File: src/rtl/cpu_pkg.sv
// Shared CPU definitions used by the fetch stage: FSM encoding, reset/NOP
// defaults and word-address helpers.
package cpu_pkg;

  typedef enum logic [1:0] {
    FETCH = 2'd0,
    WAIT  = 2'd1,
    DROP  = 2'd2
  } fetch_state_e;

  localparam logic [31:0] NOP_INST_DEF = 32'h0000_0000;
  localparam logic [31:0] RESET_PC_DEF = 32'h0000_0000;
  localparam logic [31:0] WORD_STEP    = 32'd4;

  // Force a byte address onto a word boundary.
  function automatic logic [31:0] word_align(input logic [31:0] a);
    return a & ~32'd3;
  endfunction

endpackage

File: src/rtl/if_fetch_unit_if.sv
// Instruction-memory request/response bus: single-outstanding req/gnt
// handshake followed by an rvalid/rdata response.
interface if_fetch_unit_if;
  logic        imem_req;
  logic [31:0] imem_addr;
  logic        imem_gnt;
  logic        imem_rvalid;
  logic [31:0] imem_rdata;

  modport master (output imem_req, output imem_addr,
                  input imem_gnt, input imem_rvalid, input imem_rdata);
  modport slave  (input imem_req, input imem_addr,
                  output imem_gnt, output imem_rvalid, output imem_rdata);
endinterface

File: src/rtl/if_inst_buf.sv
// Single-entry instruction holding register between fetch and decode.
// Flush beats load, load beats consume; an empty entry shows 0 / NOP_INST.
module if_inst_buf
  import cpu_pkg::*;
#(
  parameter logic [31:0] NOP_INST = NOP_INST_DEF
) (
  input  logic        clk,
  input  logic        clrn,
  input  logic        i_load,
  input  logic [31:0] i_pc4,
  input  logic [31:0] i_inst,
  input  logic        i_consume,
  input  logic        i_flush,
  output logic        o_valid,
  output logic [31:0] o_pc4,
  output logic [31:0] o_inst
);

  logic        r_valid;
  logic [31:0] r_pc4;
  logic [31:0] r_inst;

  always_ff @(posedge clk or negedge clrn) begin
    if (!clrn) begin
      r_valid <= 1'b0;
      r_pc4   <= '0;
      r_inst  <= NOP_INST;
    end else if (i_flush || (i_consume && !i_load)) begin
      r_valid <= 1'b0;
      r_pc4   <= '0;
      r_inst  <= NOP_INST;
    end else if (i_load) begin
      r_valid <= 1'b1;
      r_pc4   <= i_pc4;
      r_inst  <= i_inst;
    end
  end

  assign o_valid = r_valid;
  assign o_pc4   = r_pc4;
  assign o_inst  = r_inst;

endmodule

File: src/rtl/if_fetch_unit.sv
// Instruction-fetch stage: owns the PC, issues one outstanding imem request
// and buffers the reply for ID. Optional counters under IF_FETCH_PERF_EN.
module if_fetch_unit
  import cpu_pkg::*;
#(
  parameter logic [31:0] RESET_PC = RESET_PC_DEF,
  parameter logic [31:0] NOP_INST = NOP_INST_DEF
) (
  input  logic                   clk,
  input  logic                   clrn,
  input  logic                   stall,
  input  logic                   redirect,
  input  logic [31:0]            redirect_pc,
  if_fetch_unit_if.master        imem,
  output logic [31:0]            if_pc4,
  output logic [31:0]            if_inst,
  output logic                   if_valid
`ifdef IF_FETCH_PERF_EN
  ,
  output logic [31:0]            fetch_cnt,
  output logic [31:0]            drop_cnt
`endif
);

  fetch_state_e r_state;
  fetch_state_e w_state_next;
  logic [31:0]  r_pc;
  logic [31:0]  r_inflight_pc4;
  logic [31:0]  w_pc_plus4;
  logic         w_consume;
  logic         w_accept;
  logic         w_load;

  assign w_pc_plus4 = r_pc + WORD_STEP;
  assign w_consume  = if_valid & ~stall;
  assign w_accept   = imem.imem_req & imem.imem_gnt;
  // A redirect in the response cycle turns the reply into wrong-path data.
  assign w_load     = (r_state == WAIT) & imem.imem_rvalid & ~redirect;

  always_ff @(posedge clk or negedge clrn) begin
    if (!clrn) r_state <= FETCH;
    else       r_state <= w_state_next;
  end

  always_comb begin
    w_state_next = r_state;
    case (r_state)
      FETCH:   if (w_accept) w_state_next = redirect ? DROP : WAIT;
      WAIT: begin
        if (imem.imem_rvalid) w_state_next = FETCH;
        else if (redirect)    w_state_next = DROP;
      end
      DROP:    if (imem.imem_rvalid) w_state_next = FETCH;
      default: w_state_next = FETCH;
    endcase
  end

  // Requests only go out when the reply is guaranteed a free buffer slot.
  always_comb begin
    imem.imem_req  = 1'b0;
    imem.imem_addr = r_pc;
    if (r_state == FETCH) imem.imem_req = clrn & (~if_valid | w_consume);
  end

  always_ff @(posedge clk or negedge clrn) begin
    if (!clrn) begin
      r_pc           <= RESET_PC;
      r_inflight_pc4 <= '0;
    end else begin
      if (redirect)      r_pc <= word_align(redirect_pc);
      else if (w_accept) r_pc <= w_pc_plus4;
      if (w_accept) r_inflight_pc4 <= w_pc_plus4;
    end
  end

  if_inst_buf #(.NOP_INST(NOP_INST)) u_buf (
    .clk       (clk),
    .clrn      (clrn),
    .i_load    (w_load),
    .i_pc4     (r_inflight_pc4),
    .i_inst    (imem.imem_rdata),
    .i_consume (w_consume),
    .i_flush   (redirect),
    .o_valid   (if_valid),
    .o_pc4     (if_pc4),
    .o_inst    (if_inst)
  );

`ifdef IF_FETCH_PERF_EN
  logic [31:0] r_fetch_cnt;
  logic [31:0] r_drop_cnt;
  logic        w_discard;

  assign w_discard = imem.imem_rvalid &
                     ((r_state == DROP) | ((r_state == WAIT) & redirect));

  always_ff @(posedge clk or negedge clrn) begin
    if (!clrn) begin
      r_fetch_cnt <= '0;
      r_drop_cnt  <= '0;
    end else begin
      if (w_consume) r_fetch_cnt <= r_fetch_cnt + 32'd1;
      if (w_discard) r_drop_cnt  <= r_drop_cnt + 32'd1;
    end
  end

  assign fetch_cnt = r_fetch_cnt;
  assign drop_cnt  = r_drop_cnt;
`endif

endmodule

File: src/flat_wrapper.sv
// flat-port wrapper written by rule: the top's interface ports become plain ports
module if_fetch_unit_flat import cpu_pkg::*;
#(
  parameter logic [31:0] RESET_PC = RESET_PC_DEF,
  parameter logic [31:0] NOP_INST = NOP_INST_DEF
)
  (clk, clrn, stall, redirect, redirect_pc, if_pc4, if_inst, if_valid, imem_imem_req, imem_imem_addr, imem_imem_gnt, imem_imem_rvalid, imem_imem_rdata);
  if_fetch_unit_if imem_i ();
  input  logic clk;
  input  logic clrn;
  input  logic stall;
  input  logic redirect;
  input  logic [31:0] redirect_pc;
  output logic [31:0] if_pc4;
  output logic [31:0] if_inst;
  output logic if_valid;
  output wire logic [$bits(imem_i.imem_req)-1:0] imem_imem_req;
  output wire logic [$bits(imem_i.imem_addr)-1:0] imem_imem_addr;
  input wire logic [$bits(imem_i.imem_gnt)-1:0] imem_imem_gnt;
  input wire logic [$bits(imem_i.imem_rvalid)-1:0] imem_imem_rvalid;
  input wire logic [$bits(imem_i.imem_rdata)-1:0] imem_imem_rdata;
  assign imem_imem_req = imem_i.imem_req;
  assign imem_imem_addr = imem_i.imem_addr;
  assign imem_i.imem_gnt = imem_imem_gnt;
  assign imem_i.imem_rvalid = imem_imem_rvalid;
  assign imem_i.imem_rdata = imem_imem_rdata;
  if_fetch_unit #(.RESET_PC(RESET_PC), .NOP_INST(NOP_INST)) u_core (.clk(clk), .clrn(clrn), .stall(stall), .redirect(redirect), .redirect_pc(redirect_pc), .imem(imem_i), .if_pc4(if_pc4), .if_inst(if_inst), .if_valid(if_valid));
endmodule
File: config.mk
export PLATFORM = sky130hd
export DESIGN_NAME = if_fetch_unit_flat
export DESIGN_NICKNAME = d
export VERILOG_FILES = /design/src/rtl/cpu_pkg.sv /design/src/rtl/if_fetch_unit_if.sv /design/src/rtl/if_inst_buf.sv /design/src/rtl/if_fetch_unit.sv /design/src/flat_wrapper.sv
export SDC_FILE = /design/constraint.sdc
export NUM_CORES = 1
export LEC_CHECK = 0
export CORE_UTILIZATION = 54
export DETAILED_ROUTE_END_ITERATION = 8
export GPL_TIMING_DRIVEN = 0
export HOLD_SLACK_MARGIN = 0.03
export PLACE_DENSITY = 0.86
export SLEW_MARGIN = 15
export SYNTH_ARGS = -nofsm -noshare
export SYNTH_HDL_FRONTEND = slang
export SYNTH_HIERARCHICAL = 1
export SYNTH_SLANG_ARGS = --single-unit
export TNS_END_PERCENT = 100
File: constraint.sdc
create_clock -name clk -period 6.3 [get_ports clk]
set_input_delay 0.63 -clock clk [delete_from_list [all_inputs] [get_ports clk]]
set_output_delay 0.63 -clock clk [all_outputs]
set_load 0.01 [all_outputs]
==> Slide: Implementation Results, run 1 <==
Run Summary

Outcome
  • Status: finished clean

Final layout
  • Non-Clock Buffer Area Fraction: 22.0%
  • Antenna Cells: 0
  • Registers: 127
  • Fraction of layout instances using a drive strength above 1: 14.5%
  • Comb area share: 34.6%

Route
  • Detailed-route wire length: 20000 µm
  • Post-DRT Antenna Nets: 0
  • Initial DRC count: 502

Clock network
  • Hold_buf cts: 0
  • H-Tree Depth: 4
  • Clock buffer depth: 2
  • Setup bufs post-CTS: 0
  • Worst-skew pair later-pin latency: 0.41 ns
  • CTS tree: done
  • Clock root buffer master: clkbuf_16

Yosys
  • # Cells Yosys: 684
  • Cell Area, Synth: 0.00677 mm²
  • Basic Gates by Area: 23.6%
  • Cell count after synthesis: 684
  • Syn_area_per_cell: 9.90 µm²
  • Main logic family: simple AND/OR/NAND/NOR gates
  • Fraction of registers with async set/reset: 100%

Pwr
  • Share of total power in the clock network: 43.2%
  • Largest Pwr Group: the clock network
  • Sequential fraction of design power: 41.9%
  • Comb power: 343 µW
  • Switching share of power: 25.9%
  • Internal: 1.71 mW

Place
  • Port Buffer Count: 162

Worst setup path
  • Startpoint types: input pin
  • Worst Setup Path Type: input pin to register
  • Worst Path Arrival: 3.12 ns
  • Critical-path top delay cell: clkbuf_1
  • Most used cell, CP: clkbuf_1

Timing
  • Max Transition Viols Final: 0
  • Final worst slack: 3.44 ns
  • WHS: 0.153 ns
  • Fin crit period: 2.86 ns

Job
  • Max-cap violations: 0

Global route
  • First-pass GRT wire length: 31600 µm
  • Vias in the first global route: 6142
  • Largest net degree at the start of global routing: 81

Floorplanning
  • Die height: 114 µm

Worst hold path
  • Hold Crit Class: input pin to async pin
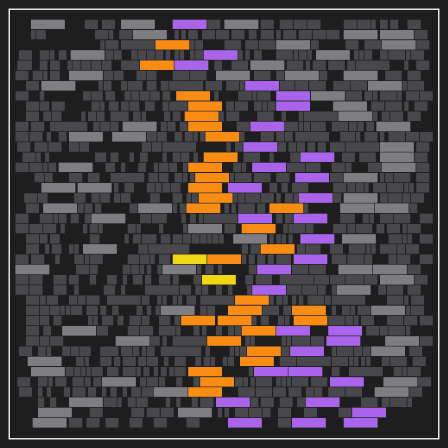
Fig. 1. Sequential cells grouped by signal name (run 1).
Other sequential cells in the stronger grey, the rest of the logic in the fainter grey.
Key: yellow = `u_core/r_state` [sequential cells 2]; purple = `u_core/u_buf/o_pc4` [sequential cells 32]; orange = `u_core/r_inflight_pc4` [sequential cells 30, where a column down the middle]

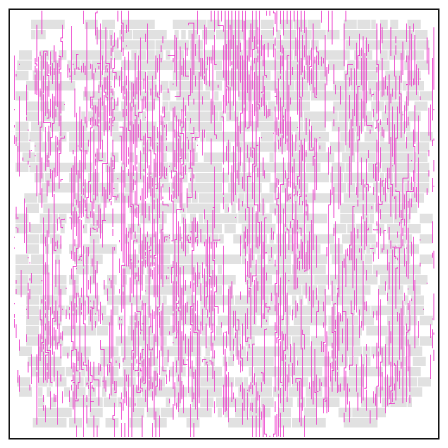
Fig. 2. The metal 2 layer (run 1).
Cells faint in the background.
826 nets have wire on it. The longest straight run is 49.0 µm.

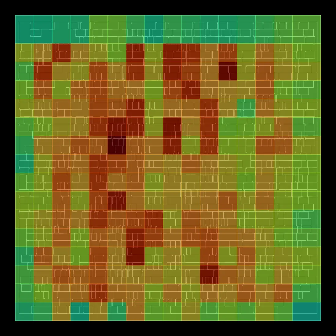
Fig. 3. Congestion heat map (run 1).
GR Util met3: 7.28%
routing usage on met2: 49.9%
wire per inst: 19.0 µm
Tot GR Track Use: 31.7%
utilization after layout: 76.4%

Fig. 4: run 1, port wiring
Scale bar: 20 µm.
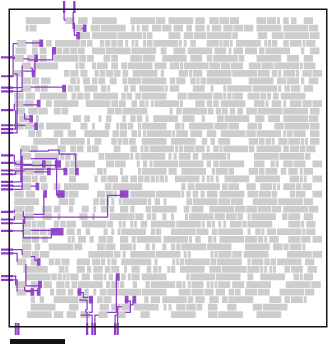

--- run 2 (diff from run 1) ---
--- a/config.mk
+++ b/config.mk
@@ -5,11 +5,11 @@
 export SDC_FILE = /design/constraint.sdc
 export NUM_CORES = 1
 export LEC_CHECK = 0
-export CORE_UTILIZATION = 54
+export CORE_UTILIZATION = 45
 export DETAILED_ROUTE_END_ITERATION = 8
 export GPL_TIMING_DRIVEN = 0
 export HOLD_SLACK_MARGIN = 0.03
-export PLACE_DENSITY = 0.86
+export PLACE_DENSITY = 0.77
 export SLEW_MARGIN = 15
 export SYNTH_ARGS = -nofsm -noshare
 export SYNTH_HDL_FRONTEND = slang
==> constraint.sdc (replaced) <==
create_clock -name clk -period 2.5 [get_ports clk]
set_input_delay 0.25 -clock clk [delete_from_list [all_inputs] [get_ports clk]]
set_output_delay 0.25 -clock clk [all_outputs]
set_load 0.01 [all_outputs]
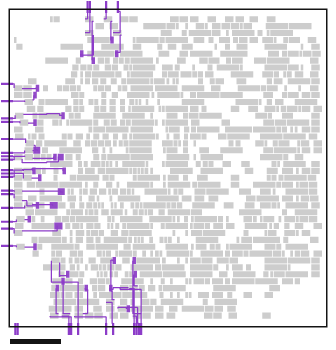
Fig. 5. Port wiring (run 2).
Scale bar: 20 µm.
Key: purple = `redirect_pc` [bits 32, direction input, edge 17 left, 11 bottom, 4 top, end cells 30, buffers 30, wire 526 µm]

==> run 2 against run 1 <==
  * Synthesized cell count stayed put
  * Clock power rose to 2.7 times the previous value
  * Final cell count is 1.5% higher
  * Worst hold slack improved by 0.034 ns
  * Count of clock-buffer cells in the layout did not move
  * Combinational power rose to 2.5 times the previous value
  * Cell area increased by 1.3%
  * Critical path depth is 1 lower
  * Register-to-register slack worse by 3.5 ns
  * Highest routed layer unchanged
==> Slide: Implementation Results, run 2 <==
Run Summary

Yosys
  • Cell count after synthesis: 684
  • # Cells Yosys: 684
  • Fraction of registers with async set/reset: 100%
  • Synth warn: 6
  • Cell Area, Synth: 0.00677 mm²
  • Syn_area_per_cell: 9.90 µm²
  • Main logic family: simple AND/OR/NAND/NOR gates

Job
  • Max-cap violations: 0

Place
  • HPWL Detailed: 13100 µm

Timing
  • Fin crit period: 2.40 ns
  • Final worst slack: 0.102 ns
  • Final hold vios: 0
  • Max Transition Viols Final: 0

Final layout
  • Registers: 127
  • Comb area share: 34.2%
  • Utilization after layout: 64.2%
  • Antenna Cells: 0
  • Logic cell area: 0.00320 mm²
  • Non-Clock Buffer Area Fraction: 22.1%

Global route
  • Vias in the first global route: 5857
  • Largest net degree at the start of global routing: 70
  • First-pass GRT wire length: 30800 µm
  • Tot GR Track Use: 24.8%
  • Routing usage on met2: 38.7%

Worst setup path
  • Worst Setup Path Type: register to register
  • Worst Path Arrival: 2.73 ns
  • Critical-path top delay cell: or4_1
  • Most used cell, CP: or4_1
  • Startpoint types: register
  • Crit-path max cell delay: 0.52 ns

Route
  • Wire per inst: 17.8 µm
  • Met3 routed WL: 1330 µm
  • Post-DRT Antenna Nets: 0
  • Via count: 6053
  • Initial DRC count: 402

Clock network
  • Clock buffer depth: 2
  • Worst-skew pair later-pin latency: 0.41 ns
  • CTS tree: done
  • H-Tree Depth: 4
  • Hold_buf cts: 2
  • Clock root buffer master: clkbuf_16

Worst hold path
  • Hold Crit Class: input pin to register
  • Worst Hold Path EP: u_core/u_buf/o_pc4[26]

Pwr
  • Largest Pwr Group: the clock network
  • Switching share of power: 24.7%
  • Share of total power in the clock network: 45.4%
  • Comb power: 869 µW
  • Combinational share of power: 14.4%

Outcome
  • Status: finished clean

Floorplanning
  • Die height: 125 µm
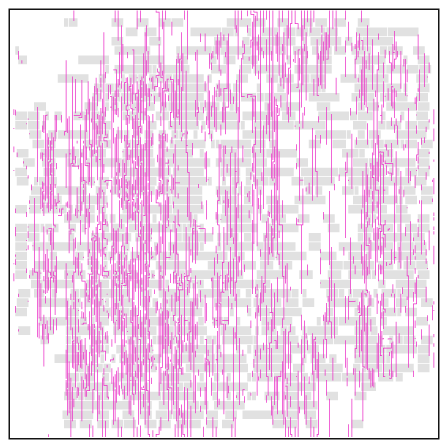
Fig. 6. The metal 2 layer (run 2).
Cells faint in the background.
778 nets have wire on it. The layer carries 8840 µm of wire. The longest straight run is 61.9 µm.

Power figures rest on the tool's default switching activity, not on a simulated workload.
